<file path="config.mk">
export PLATFORM = sky130hd
export DESIGN_NAME = mux_scan_nto1
export DESIGN_NICKNAME = d
export VERILOG_FILES = /design/src/rtl/mux_scan_nto1.sv
export SDC_FILE = /design/constraint.sdc
export NUM_CORES = 1
export LEC_CHECK = 0
export CORE_MARGIN = 8
export CORE_UTILIZATION = 35
export DETAILED_ROUTE_END_ITERATION = 10
export SYNTH_ARGS = -nofsm -noshare
export SYNTH_HDL_FRONTEND = slang
export SYNTH_SLANG_ARGS = --single-unit
</file>
<file path="constraint.sdc">
create_clock -name clk -period 6.7 [get_ports clk]
set_input_delay 1.675 -clock clk [delete_from_list [all_inputs] [get_ports clk]]
set_output_delay 1.675 -clock clk [all_outputs]
set_load 0.05 [all_outputs]
</file>
<file path="src/rtl/mux_scan_nto1.sv">
// Registered N_CH:1 multiplexer with manual select and one-shot channel scan, valid/ready output.
// Optional scan channel mask: define MUX_SCAN_MASK_EN to add the ch_mask input.
module mux_scan_nto1 #(
  parameter int unsigned N_CH  = 8,
  parameter int unsigned DW    = 1,
  parameter int unsigned SEL_W = $clog2(N_CH)
) (
  input  logic                 clk,
  input  logic                 rst_n,
  input  logic [N_CH*DW-1:0]   din,
  input  logic [SEL_W-1:0]     sel,
  input  logic                 mode,
  input  logic                 start,
`ifdef MUX_SCAN_MASK_EN
  input  logic [N_CH-1:0]      ch_mask,
`endif
  output logic [DW-1:0]        out_data,
  output logic [SEL_W-1:0]     out_ch,
  output logic                 out_valid,
  input  logic                 out_ready,
  output logic                 busy,
  output logic                 done
);

  typedef enum logic [1:0] {
    ST_IDLE = 2'd0,
    ST_SCAN = 2'd1,
    ST_DONE = 2'd2
  } state_e;

  state_e             state_q, state_d;
  logic [N_CH-1:0]    rem_q, rem_d;
  logic [DW-1:0]      out_data_q, out_data_d;
  logic [SEL_W-1:0]   out_ch_q, out_ch_d;
  logic               out_valid_q, out_valid_d;
  logic               busy_q, busy_d;
  logic               done_q, done_d;

  logic               slot_free;
  logic               accept;
  logic [SEL_W-1:0]   man_ch;
  logic [SEL_W-1:0]   scan_ch;
  logic [N_CH-1:0]    start_rem;

  // Channel data selector; indices outside the channel range are never generated.
  function automatic logic [DW-1:0] pick_ch(input logic [N_CH*DW-1:0] d,
                                            input logic [SEL_W-1:0]   idx);
    logic [DW-1:0] r;
    r = '0;
    for (int unsigned k = 0; k < N_CH; k++) begin
      if (idx == SEL_W'(k)) r = d[k*DW +: DW];
    end
    return r;
  endfunction

  assign slot_free = !out_valid_q || out_ready;
  assign accept    = out_valid_q && out_ready;
  assign man_ch    = ({1'b0, sel} < (SEL_W+1)'(N_CH)) ? sel : '0;

`ifdef MUX_SCAN_MASK_EN
  assign start_rem = ch_mask;
`else
  assign start_rem = '1;
`endif

  // The scan counter is the lowest channel still pending in the sweep.
  always_comb begin
    scan_ch = '0;
    for (int k = int'(N_CH) - 1; k >= 0; k--) begin
      if (rem_q[k]) scan_ch = SEL_W'(k);
    end
  end

  always_comb begin
    state_d     = state_q;
    rem_d       = rem_q;
    out_data_d  = out_data_q;
    out_ch_d    = out_ch_q;
    out_valid_d = out_valid_q;

    unique case (state_q)
      ST_IDLE: begin
        if (!mode) begin
          if (slot_free) begin
            out_data_d  = pick_ch(din, man_ch);
            out_ch_d    = man_ch;
            out_valid_d = 1'b1;
          end
        end else begin
          if (slot_free) out_valid_d = 1'b0;
          if (start) begin
            rem_d   = start_rem;
            state_d = (start_rem == '0) ? ST_DONE : ST_SCAN;
          end
        end
      end
      ST_SCAN: begin
        if (rem_q != '0) begin
          if (slot_free) begin
            out_data_d  = pick_ch(din, scan_ch);
            out_ch_d    = scan_ch;
            out_valid_d = 1'b1;
            rem_d       = rem_q & (rem_q - N_CH'(1));
          end
        end else if (accept) begin
          out_valid_d = 1'b0;
          state_d     = ST_DONE;
        end
      end
      ST_DONE: begin
        state_d = ST_IDLE;
      end
      default: begin
        state_d = ST_IDLE;
      end
    endcase

    // The DONE cycle never presents a sample, including an empty masked sweep.
    if (state_d == ST_DONE) out_valid_d = 1'b0;

    busy_d = (state_d == ST_SCAN);
    done_d = (state_d == ST_DONE);
  end

  always_ff @(posedge clk or negedge rst_n) begin
    if (!rst_n) begin
      state_q     <= ST_IDLE;
      rem_q       <= '0;
      out_data_q  <= '0;
      out_ch_q    <= '0;
      out_valid_q <= 1'b0;
      busy_q      <= 1'b0;
      done_q      <= 1'b0;
    end else begin
      state_q     <= state_d;
      rem_q       <= rem_d;
      out_data_q  <= out_data_d;
      out_ch_q    <= out_ch_d;
      out_valid_q <= out_valid_d;
      busy_q      <= busy_d;
      done_q      <= done_d;
    end
  end

  assign out_data  = out_data_q;
  assign out_ch    = out_ch_q;
  assign out_valid = out_valid_q;
  assign busy      = busy_q;
  assign done      = done_q;

endmodule
</file>
==> results_slide.txt, run 1 <==
Physical Implementation Snapshot

Status
  • Status: finished clean

Timing
  • Slew headroom: around 49%
  • Hold WS: between 0.4 and 0.5 ns
  • Worst Clk Skew: about 0.0051 ns
  • Final min period: 3.184 ns
  • Crit share post-route: between 40% and 50%
  • Fin. max-slew vios: 0
  • Measured slew at the worst slew-check pin: approximately 0.76 ns
  • Fin. Hold Viols: 0
  • RSZ-0062 raised after global routing: false
  • FMAX: 314.1 MHz
  • Setup tns final: 0 ns

Layout
  • Diode count: 0
  • Area delta synth->final: 31.54%
  • Fin cells: 142
  • Nets: 129
  • Layout cells sized above 1: 13.39%

Global route
  • Largest net degree at the start of global routing: 18
  • Initial antenna violation count: 0
  • Congestion Overflow GR: 0
  • Vias in the first global route: 750
  • Global-route wire length before repair: ~3.3 mm

Floorplan
  • Die width: 66.84 um
  • Top Ports: 23
  • Total core area: between 2000 and 2500 um^2
  • Row count: 18
  • Die height: around 67 um
  • Initial Util: 36.85%
  • Die area: 4468 um^2

Synthesis
  • Cell Area, Synth: 904.6 um^2
  • Synth top cell by count: dfrtp_1
  • Synth area leaders: dfrtp_1 (47%), mux4_2 (7.5%), o21ai_0 (4.4%), nand2_1 (4.1%), mux2i_1 (3.3%)
  • Synth unique cells: 31
  • Synth flops: 17
  • Synth async-reset ratio: 100.0%
  • Number of cells in the yosys synthesis report: 86
  • Synthesized area per cell: approximately 11 um^2
  • Top_reg_cell synth: dfrtp_1
  • Dominant cell area share: 47.03%
  • Post-synth top cells: dfrtp_1 (17), nand2_1 (10), o21ai_0 (8)
  • Cell taking the most area after synthesis: dfrtp_1
  • Mapped Cells: 86
  • Syn. warnings: 0
  • Floorplan Nets: 102
  • Area reported by Yosys stat: 904.6 um^2
  • Sequential share of the synthesized area: 47.03%
  • Post-synth EDFFs: 0

Clock network
  • Root Buffer: clkbuf_4
  • Post-CTS Resized: 0
  • Post-CTS setup buffer count: 0
  • Clk latency late pin: 0.29 ns
  • Clock-pin slew of the registers on the worst-case setup and hold paths: around 0.10 ns
  • Bufs on Longest Clock Path: 2
  • H-tree levels: 1
  • CTS Buf Count: 3
  • CTS tree: yes
  • CTS sink cnt: 17

Critical path
  • Crit path cell chain: clkdlybuf4s50_1
  • Reg-to-Reg Start: rem_q[5]$_DFFE_PN0P_
  • CP startpoint kind: flip-flop
  • Critical path endpoint category: output pin
  • FF-to-FF End: out_data$_DFFE_PN0P_
  • R2R depth: 6
  • Slowest stage cell on the critical path: clkdlybuf4s50_1
  • Worst endpoint required time: 5.03 ns
  • Critical path's top delay family: buffers and inverters
  • CP arrival: 1.51 ns
  • R2r setup slk: roughly 4.4 ns
  • Crit path buf inv count: 1
  • Delay of the slowest critical-path stage: 0.82 ns
  • Critical path class: flip-flop to output pin

Detailed routing
  • Post-detailed-route count of antenna-violating nets: 0
  • Drt drc: 0
  • TritonRoute pass-1 iters: 4
  • Vias per inst: between 5 and 6
  • Initial DRC count: 40

Place
  • Inst Count DP: 138
  • IO buf count: 22
  • Final HPWL DP: 1.603 mm

Min path
  • Worst hold path class: flip-flop to flip-flop
  • WHS Path Cells: 2
  • Hold path startpoint: out_ch[1]$_DFFE_PN0P_
  • Endpoint of the worst hold path: out_ch[1]$_DFFE_PN0P_

Run
  • Tally of OpenROAD warnings: 26
  • Maxcap violations: 0

Pwr
  • Total leakage power: about 0.52 nW
  • Max VDD drop: approximately 0.00025 V
  • PD cells: 483.3 nW/um^2
==> run 1: power by group <==
part / switching (W) / internal, W / total, W
clock network: 0.0000336 / 0.0000222 / 0.0000558
registers: 0.0000410 / 0.000146 / 0.000187
logic: 0.000184 / 0.000148 / 0.000332
total: 0.000259 / 0.000317 / 0.000575
==> run 1: cell usage in the layout (no fill, tap or decap), types with 2 or more instances in the layout <==
cell type and instances:
nand2_1 10, mux4_2 3, or4_4 2, nor2_1 7
nand3_1 2, o21ai_1 3, nor3_1 2, a21oi_1 3
a31o_2 2, inv_1 4, dfrtp_1 17, clkbuf_4 3
o21ai_0 8, clkdlybuf4s50_1 22, mux2i_1 3, a211oi_1 2
nand2b_1 2
==> run 1: cells by family (layout without fill, tap and decap cells) <==
kind of cell | after synthesis | in the layout | synth area share, %
AND-OR/OR-AND | 25 | 25 | 17.84
buffers and inverters | 4 | 30 | 1.659
flip-flops | 17 | 17 | 47.03
multiplexers | 9 | 9 | 14.94
AND/OR/NAND/NOR | 31 | 31 | 18.54
==> run 1: through the flow <==
| stage | power [W] | util [%] | setup WS (ns) | area (um^2) |
|---|---|---|---|---|
| 2_1_floorplan | 0.0004331 | - | 4.012 | 904.6 |
| 3_3_place_gp | 0.0005186 | 47.35 | 3.383 | 1162 |
| 3_5_place_dp | 0.0005241 | 47.35 | 3.384 | 1162 |
| 4_1_cts | 0.0005828 | 48.47 | 3.499 | 1190 |
| 5_1_grt | 0.0006198 | 48.47 | 3.451 | 1190 |
| 6_report | 0.0005750 | 48.47 | 3.516 | 1190 |
==> run 1: worst max-delay path by stage <==
stage / start / end / slack, ns / depth (start not counted)
after floorplan: din[6] / out_data$_DFFE_PN0P_ / 4.01 / 3
after global placement: sel[1] / out_data$_DFFE_PN0P_ / 3.38 / 5
after detailed placement: sel[1] / out_data$_DFFE_PN0P_ / 3.38 / 5
after CTS: out_valid$_DFFE_PN0P_ / out_valid / 3.50 / 1
after global routing: out_valid$_DFFE_PN0P_ / out_valid / 3.45 / 1
final: out_valid$_DFFE_PN0P_ / out_valid / 3.52 / 1
==> run 1: area by class of cell <==
class	instances	area (um^2)
multi-input cells	65	464.2
flip-flops and latches	17	425.4
well taps	30	37.54
repair buffers	22	220.2
fillers	240	1265
clock buffers	3	22.52
inverters	4	15.01
clock inverters	1	5.005
==> run 1: flip-flops by register name, summed over array words and instances, names as in the netlist <==
register and count:
busy 1, rem_q 8, done 1, state_q 2, out_ch 3, out_data 1, out_valid 1
==> run 1: routing by layer <==
layer / GRT usage [%] / routed length (um)
met1: 10.34 / 866
met2: 16.97 / 1051
met3: 2.517 / 82
met4: 4.000 / 12
met5: 0 / 0
run_1/layer_met3.png
(8 px per um)
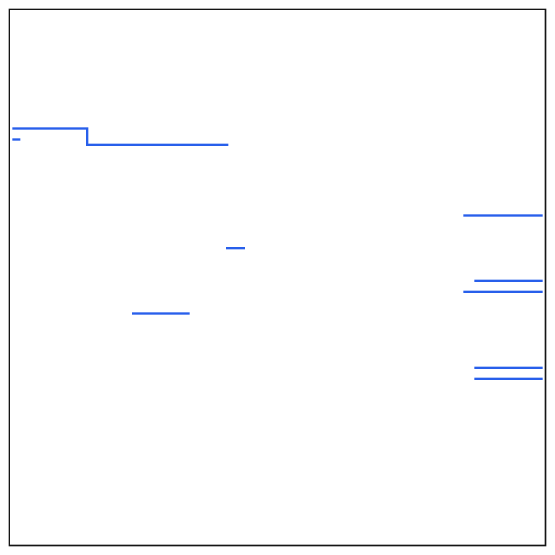
main direction: horizontal
wire length on this layer: 82.4 um
nets with wire on the layer: 8
longest straight run: 17.5 um
routed wire length: 2.012 mm
routed vias: 750

run_1/congestion.png
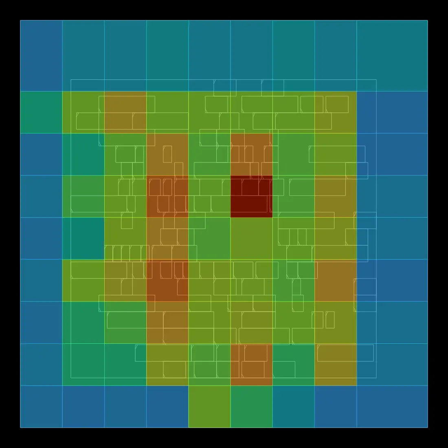
GRT busiest layer: met2
drt wl/cell: 14.17 um
GRT met1 Usage: 10.34%
gr usage total: 9.537%

run_1/logic_types.png
(6 px per um)
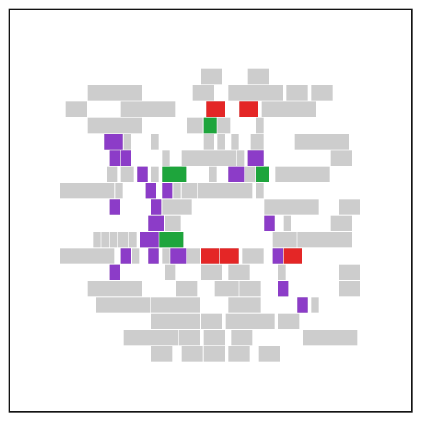
[purple] inverting AOI/OAI gates | cells: 20
[green] AND and OR gates | cells: 4 | where: center
[red] AND-OR and OR-AND gates | cells: 5

run_1/sizes.png
(6 px per um)
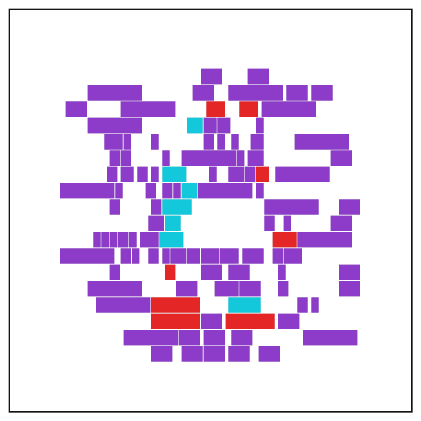
[red] _2 cells | cells: 8 | share: 7.1%
[cyan] _3 and _4 cells | cells: 7 | share: 6.3%
[purple] _0 and _1 cells | cells: 97 | share: 87%

==> run 2, diff against run 1 <==
- clock period: 6.7 -> 3.1 ns (I/O delays scaled with it)
run_2/sizes.png
(6 px per um)
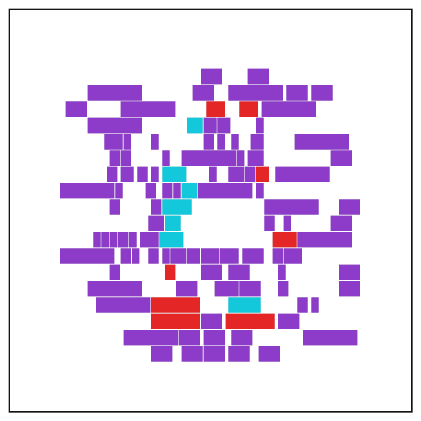
[cyan] _3 and _4 cells | cells: 7 | share: 6.3%
[red] _2 cells | cells: 8 | share: 7.1%
[purple] _0 and _1 cells | cells: 97 | share: 87%

==> results_slide.txt, run 2 <==
Physical Implementation Snapshot

Status
  • Status: finished clean

Floorplan
  • Total core area: 2455 um^2
  • Top Ports: 23
  • Die width: between 60 and 70 um
  • Row count: 18
  • Die height: 66.84 um
  • Initial Util: 36.85%
  • Die area: between 4000 and 5000 um^2

Timing
  • Worst Clk Skew: ~0.0051 ns
  • Setup tns final: 0 ns
  • Measured slew at the worst slew-check pin: 0.7560 ns
  • Crit share post-route: 75.47%
  • Final min period: between 2 and 2.5 ns
  • Slew headroom: approximately half
  • Final worst slack: 0.7606 ns
  • Fin. max-slew vios: 0
  • Number of setup violations in the final report: 0
  • FMAX: 427.5 MHz
  • Fin. Hold Viols: 0
  • RSZ-0062 raised after global routing: false

Run
  • Tally of OpenROAD warnings: 26
  • Maxcap violations: 0

Synthesis
  • Syn. warnings: 0
  • Number of cells in the yosys synthesis report: around 86
  • Synth async-reset ratio: 100.0%
  • Cell taking the most area after synthesis: dfrtp_1
  • Post-synth top cells: dfrtp_1 (17), nand2_1 (10), o21ai_0 (8)
  • Synth top cell by count: dfrtp_1
  • Top_reg_cell synth: dfrtp_1
  • Floorplan Nets: between 100 and 150
  • Dominant cell area share: 47.03%
  • Cell Area, Synth: 904.6 um^2
  • Synth flops: 17
  • Area reported by Yosys stat: 904.6 um^2
  • Post-synth EDFFs: 0
  • Synth area leaders: dfrtp_1 (47%), mux4_2 (7.5%), o21ai_0 (4.4%), nand2_1 (4.1%), mux2i_1 (3.3%)
  • Sequential share of the synthesized area: 47.03%
  • Mapped Cells: about 86
  • Synthesized area per cell: 10.52 um^2
  • Synth unique cells: 31

Critical path
  • R2r setup slk: 0.76 ns
  • Reg-to-Reg Start: rem_q[5]$_DFFE_PN0P_
  • Delay of the slowest critical-path stage: roughly 0.57 ns
  • WP depth: 6
  • Critical Path Start: rem_q[5]$_DFFE_PN0P_
  • FF-to-FF End: out_data$_DFFE_PN0P_
  • Worst endpoint required time: 3.29 ns
  • CP startpoint kind: flip-flop
  • CP arrival: 2.53 ns
  • Crit path cell chain: nor2_1 > o21ai_0 > a211oi_1 > mux4_2 > a211o_1 > a22o_1
  • R2R depth: 6
  • Crit path buf inv count: 0
  • CP Max Fanout: 5
  • Critical Path Sink: out_data$_DFFE_PN0P_
  • Critical path's top delay family: AND-OR/OR-AND gates
  • Critical path endpoint category: flip-flop
  • Slowest stage cell on the critical path: mux4_2
  • Critical path class: flip-flop to flip-flop

Detailed routing
  • Drt wl/cell: roughly 14 um
  • Vias per inst: 5.282
  • TritonRoute pass-1 iters: 4
  • Drt drc: 0
  • Initial DRC count: 40
  • Routed wire length: 2.012 mm
  • Routed vias: 750
  • Post-detailed-route count of antenna-violating nets: 0

Layout
  • Diode count: 0
  • Final instance area: ~1200 um^2
  • Layout cells sized above 1: 13.39%
  • Max reg flops: 8
  • Most common logic cell in the routed design: clkdlybuf4s50_1
  • Final Core Density: 48.47%
  • Top logic cells by instance count in the layout: clkdlybuf4s50_1 (22), dfrtp_1 (17), nand2_1 (10)
  • Fin cells: roughly 140
  • Nets: 129
  • Filler Cells Inserted: 240
  • Area delta synth->final: 31.54%
  • Most flops, register: rem_q

Place
  • Final HPWL DP: 1.603 mm
  • IO buf count: 22
  • DP Worst Slack: 0.6836 ns
  • Final Wtd Congestion: 0.7843
  • Post-place instance area: roughly 1200 um^2
  • Inst Count DP: 138

Pwr
  • Switching power: about 0.00056 W
  • Total leakage power: 0.5157 nW
  • Net Sw Frac: 44.95%
  • Reg power frac: about a third
  • Internal power consumption: 0.0006841 W
  • Combinational power share: 57.8%
  • Clk pwr share: ~9.7%
  • PD cells: ~1000 nW/um^2
  • Max VDD drop: 0.0005501 V

Global route
  • Vias in the first global route: approximately 750
  • Gr usage total: a little under a tenth
  • Global-route wire length before repair: between 3 and 4 mm
  • Largest net degree at the start of global routing: 18
  • Congestion Overflow GR: 0
  • Initial antenna violation count: 0

Min path
  • Worst hold path class: flip-flop to flip-flop

Clock network
  • Root Buffer: clkbuf_4
  • Post-CTS setup buffer count: 0
  • H-tree levels: 1
  • Bufs on Longest Clock Path: 2
  • Clock-pin slew of the registers on the worst-case setup and hold paths: 0.11 ns
  • CTS Buf Count: 3
  • Clk latency late pin: 0.29 ns
  • Post-CTS Resized: 0
  • CTS Hold Buffers Added: 0
  • CTS tree: yes
  • CTS sink cnt: 17
run_2/logic_types.png
(6 px per um)
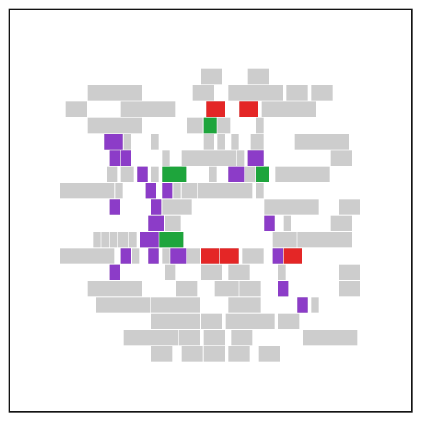
[green] AND and OR gates | cells: 4 | where: center
[purple] inverting AOI/OAI gates | cells: 20
[red] AND-OR and OR-AND gates | cells: 5

-- run 2: cell counts after synthesis --
No cell type changed its count.
-- run 2: cell families (layout without fill, tap and decap cells) --
group | after synthesis | in the layout | synth area share, %
AND/OR/NAND/NOR | 31 | 31 | 18.54
AND-OR/OR-AND | 25 | 25 | 17.84
multiplexers | 9 | 9 | 14.94
buffers and inverters | 4 | 30 | 1.659
flip-flops | 17 | 17 | 47.03
-- run 2: power groups by stage --
stage	registers, W	clock network [W]	logic, W
after floorplan	0.000519	0	0.000417
after global placement	0.000403	0	0.000718
after detailed placement	0.000409	0	0.000723
after CTS	0.000404	0.000129	0.000726
after global routing	0.000421	0.000138	0.000780
final	0.000404	0.000121	0.000718
-- run 2: layout make-up --
class	instances	area (um^2)	share of cell area [%]
multi-input cells	65	464.2	39.01
well taps	30	37.54	3.155
repair buffers	22	220.2	18.51
clock buffers	3	22.52	1.893
clock inverters	1	5.005	0.4206
flip-flops and latches	17	425.4	35.75
inverters	4	15.01	1.262
-- run 2: per-stage QoR --
stage          hold slack (ns)  total power (W)
6_report                0.4913         0.001243
3_5_place_dp            0.4759         0.001133
5_1_grt                 0.5207         0.001340
4_1_cts                 0.5013         0.001260
3_3_place_gp            0.4638         0.001121
2_1_floorplan           0.4794        0.0009360
-- run 2: worst reg2reg max path: stages, from the launching register on --
cell and delay [ns]:
dfrtp_1 0.44, nor2_1 0.11, o21ai_0 0.09, a211oi_1 0.54, mux4_2 0.58, a211o_1 0.32, a22o_1 0.18
-- run 2: per-layer routing --
layer,track usage [%],up-vias,wire length (um)
met2,16.97,9,1051
met3,2.517,2,82
met1,10.34,364,866
met5,0,-,0
met4,4.000,0,12
li1,-,375,-
-- run 2: how the worst min path moves through the flow --
stage | from | end | slack [ns] | depth (start not counted)
finish | out_ch[1]$_DFFE_PN0P_ | out_ch[1]$_DFFE_PN0P_ | 0.49 | 2
global route | out_ch[1]$_DFFE_PN0P_ | out_ch[1]$_DFFE_PN0P_ | 0.52 | 2
CTS | out_ch[1]$_DFFE_PN0P_ | out_ch[1]$_DFFE_PN0P_ | 0.50 | 2
detailed placement | out_ch[1]$_DFFE_PN0P_ | out_ch[1]$_DFFE_PN0P_ | 0.48 | 2
global placement | out_ch[2]$_DFFE_PN0P_ | out_ch[2]$_DFFE_PN0P_ | 0.46 | 2
floorplan | rst_n | busy$_DFF_PN0_ | 0.48 | 0
==> run 3, diff against run 2 <==
- clock period: 3.1 -> 2.2 ns (I/O delays scaled with it)
run_3/placement_by_type.png
(6 px per um) Fill, decap, tap and diode cells in gray.
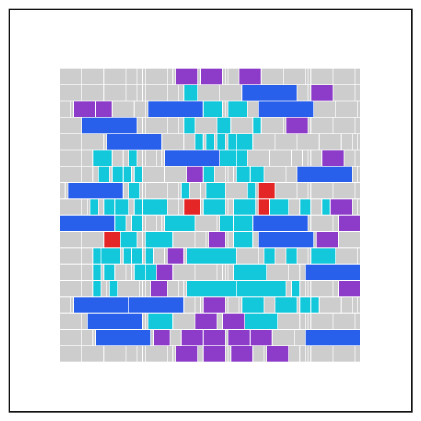
[cyan] combinational and other logic | cells: 69 | share of their area: 40%
[red] clock drivers and dummy loads | cells: 4 | share of their area: 2.3%
[blue] flops | cells: 17 | share of their area: 35%
[purple] other buffers and delay cells | cells: 29 | share of their area: 22%

==> results_slide.txt, run 3 <==
Physical Implementation Snapshot

Global route
  • Largest net degree at the start of global routing: 18
  • Gr usage total: 9.713%
  • Global-route wire length before repair: 3.312 mm
  • Initial antenna violation count: 0
  • Congestion Overflow GR: 0
  • Vias in the first global route: approximately 800

Synthesis
  • Synth area leaders: dfrtp_1 (47%), mux4_2 (7.5%), o21ai_0 (4.4%), nand2_1 (4.1%), mux2i_1 (3.3%)
  • Floorplan Nets: 102
  • Area reported by Yosys stat: 904.6 um^2
  • Top_reg_cell synth: dfrtp_1
  • Number of cells in the yosys synthesis report: roughly 86
  • Cell Area, Synth: 904.6 um^2
  • Dominant cell area share: 47.03%
  • Mapped Cells: ~86
  • Synth flops: 17
  • Syn. warnings: 0
  • Cell taking the most area after synthesis: dfrtp_1
  • Synth top cell by count: dfrtp_1
  • Post-synth top cells: dfrtp_1 (17), nand2_1 (10), o21ai_0 (8)
  • Synth async-reset ratio: 100.0%
  • Synth unique cells: 31
  • Post-synth EDFFs: 0
  • Sequential share of the synthesized area: 47.03%
  • Synthesized area per cell: 10.52 um^2

Floorplan
  • Die height: 66.84 um
  • Top Ports: 23
  • Initial Util: 36.85%
  • Die area: around 4500 um^2
  • Row count: 18
  • Die width: 66.84 um
  • Total core area: ~2500 um^2

Timing
  • Measured slew at the worst slew-check pin: 0.5024 ns
  • Final min period: roughly 2.1 ns
  • Final worst slack: 0.06367 ns
  • RSZ-0062 raised after global routing: false
  • Slew headroom: about two thirds
  • Fin. Hold Viols: 0
  • Crit share post-route: 97.11%
  • FMAX: 468.1 MHz
  • Worst Clk Skew: 0.007504 ns
  • Number of setup violations in the final report: 0
  • Fin. max-slew vios: 0

Clock network
  • H-tree levels: 1
  • CTS Buf Count: 3
  • Root Buffer: clkbuf_4
  • CTS tree: yes
  • Bufs on Longest Clock Path: 2
  • Clk latency late pin: 0.30 ns
  • CTS sink cnt: 17
  • Post-CTS setup buffer count: 0
  • Clock-pin slew of the registers on the worst-case setup and hold paths: 0.10 ns

Critical path
  • CP startpoint kind: flip-flop
  • FF-to-FF End: out_data$_DFFE_PN0P_
  • CP arrival: 2.33 ns
  • R2R depth: 6
  • Critical path endpoint category: flip-flop
  • Worst endpoint required time: 2.39 ns
  • Critical path class: flip-flop to flip-flop
  • Reg-to-Reg Start: rem_q[1]$_DFFE_PN0P_
  • Critical Path Start: rem_q[1]$_DFFE_PN0P_
  • Critical Path Sink: out_data$_DFFE_PN0P_
  • CP Max Fanout: 4
  • R2r setup slk: 0.06 ns

Place
  • Final Wtd Congestion: 0.7961
  • Final HPWL DP: 1.672 mm
  • Inst Count DP: 145
  • DP Worst Slack: -0.01198 ns
  • IO buf count: 22

Layout
  • Diode count: 0
  • Top logic cells by instance count in the layout: clkdlybuf4s50_1 (22), dfrtp_1 (17), nand2_1 (10)
  • Most flops, register: rem_q
  • Fin cells: 149
  • Layout cells sized above 1: 21.01%
  • Filler Cells Inserted: between 200 and 250
  • Nets: roughly 140
  • Area delta synth->final: 38.73%
  • Max reg flops: 8
  • Most common logic cell in the routed design: clkdlybuf4s50_1

Pwr
  • Total leakage power: between 0.5 and 0.6 nW
  • Max VDD drop: 0.0009093 V
  • Combinational power share: 62.1%
  • Net Sw Frac: 43.64%
  • Reg power frac: 28.7%
  • PD cells: 1500 nW/um^2
  • Switching power: 0.0008217 W
  • Clk pwr share: 9.1%
  • Internal power consumption: between 0.001 and 0.0015 W

Detailed routing
  • Initial DRC count: 17
  • Vias per inst: slightly above 5
  • Routed vias: about 770
  • Drt drc: 0
  • TritonRoute pass-1 iters: 4
  • Post-detailed-route count of antenna-violating nets: 0
  • Routed wire length: 2.058 mm

Status
  • Status: finished clean

Min path
  • Worst hold path class: flip-flop to flip-flop

Run
  • Tally of OpenROAD warnings: 26
  • Maxcap violations: 0
run_3/congestion.png
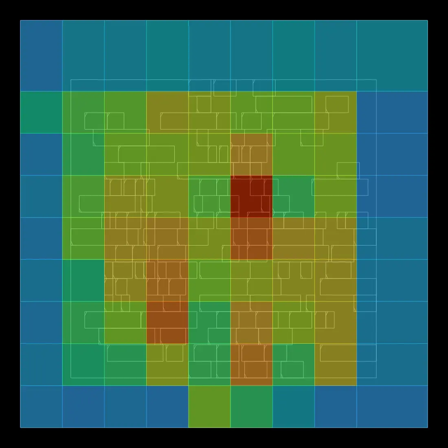
met2 GRT Util: 17.44%
drt wl/cell: 13.81 um
met3 GRT Util: 4.027%
Final Core Density: 51.12%
GRT met1 Usage: 9.751%

-- run 3: stage by stage --
step | hold WS (ns) | TNS (ns) | utilization (%) | total power [W] | cell area, um^2
final | 0.4912 | 0 | 51.12 | 0.001883 | 1255
after global routing | 0.5374 | 0 | 51.12 | 0.002025 | 1255
after CTS | 0.5011 | 0 | 50.61 | 0.001864 | 1242
after detailed placement | 0.4788 | -0.01198 | 49.49 | 0.001690 | 1215
after global placement | 0.4640 | 0 | 49.49 | 0.001667 | 1215
after floorplan | 0.2544 | 0 | - | 0.001319 | 904.6
-- run 3: metal layers --
metal / vias to the layer above / GRT usage (%) / part of all wire [%]
li1: 388 / - / -
met1: 371 / 9.751 / 42
met2: 11 / 17.44 / 53
met3: 2 / 4.027 / 4.6
met4: 0 / 3.467 / 0.73
met5: - / 0 / 0
-- run 3: how the worst min path moves through the flow --
stage / end / slack, ns / cells past startpoint / start
detailed placement: out_ch[1]$_DFFE_PN0P_ / 0.48 / 2 / out_ch[1]$_DFFE_PN0P_
global placement: out_ch[1]$_DFFE_PN0P_ / 0.46 / 2 / out_ch[1]$_DFFE_PN0P_
global route: out_ch[2]$_DFFE_PN0P_ / 0.54 / 2 / out_ch[2]$_DFFE_PN0P_
finish: out_ch[1]$_DFFE_PN0P_ / 0.49 / 2 / out_ch[1]$_DFFE_PN0P_
CTS: out_ch[1]$_DFFE_PN0P_ / 0.50 / 2 / out_ch[1]$_DFFE_PN0P_
floorplan: busy$_DFF_PN0_ / 0.25 / 0 / rst_n
-- run 3: cell type report --
type	instances	area, um^2	area share (%)
clock buffers	3	22.52	1.795
clock inverters	1	5.005	0.3988
inverters	4	15.01	1.196
multi-input cells	65	476.7	37.99
flip-flops and latches	17	425.4	33.90
well taps	30	37.54	2.991
repair buffers	29	272.8	21.73
-- run 3: what timing repair did --
action,CTS,global route
endpoints found under the hold margin,0,0
hold buffers,0,0
setup endpoints to repair,0,3
gates resized,0,3
-- run 3: kinds of logic after synthesis --
family                 after synthesis  share of synthesized area [%]
AND-OR/OR-AND                       25                          17.84
buffers and inverters                4                          1.659
flip-flops                          17                          47.03
multiplexers                         9                          14.94
AND/OR/NAND/NOR                     31                          18.54
-- run 3: power groups by stage --
| stage | Combinational (W) | Clock (W) | Sequential [W] |
|---|---|---|---|
| 3_3_place_gp | 0.00112 | 0 | 0.000543 |
| 5_1_grt | 0.00127 | 0.000190 | 0.000562 |
| 3_5_place_dp | 0.00114 | 0 | 0.000550 |
| 6_report | 0.00117 | 0.000172 | 0.000541 |
| 4_1_cts | 0.00115 | 0.000176 | 0.000542 |
| 2_1_floorplan | 0.000588 | 0 | 0.000731 |
-- run 3: worst max-delay path, cell delays in order, from the launching register on --
cell	delay [ns]
dfrtp_1	0.39
or4_4	0.56
nor2b_4	0.19
mux2_4	0.32
a31o_1	0.17
a211o_1	0.23
a22o_1	0.18
No activity file was given, so power comes from the tool's default toggle rates.
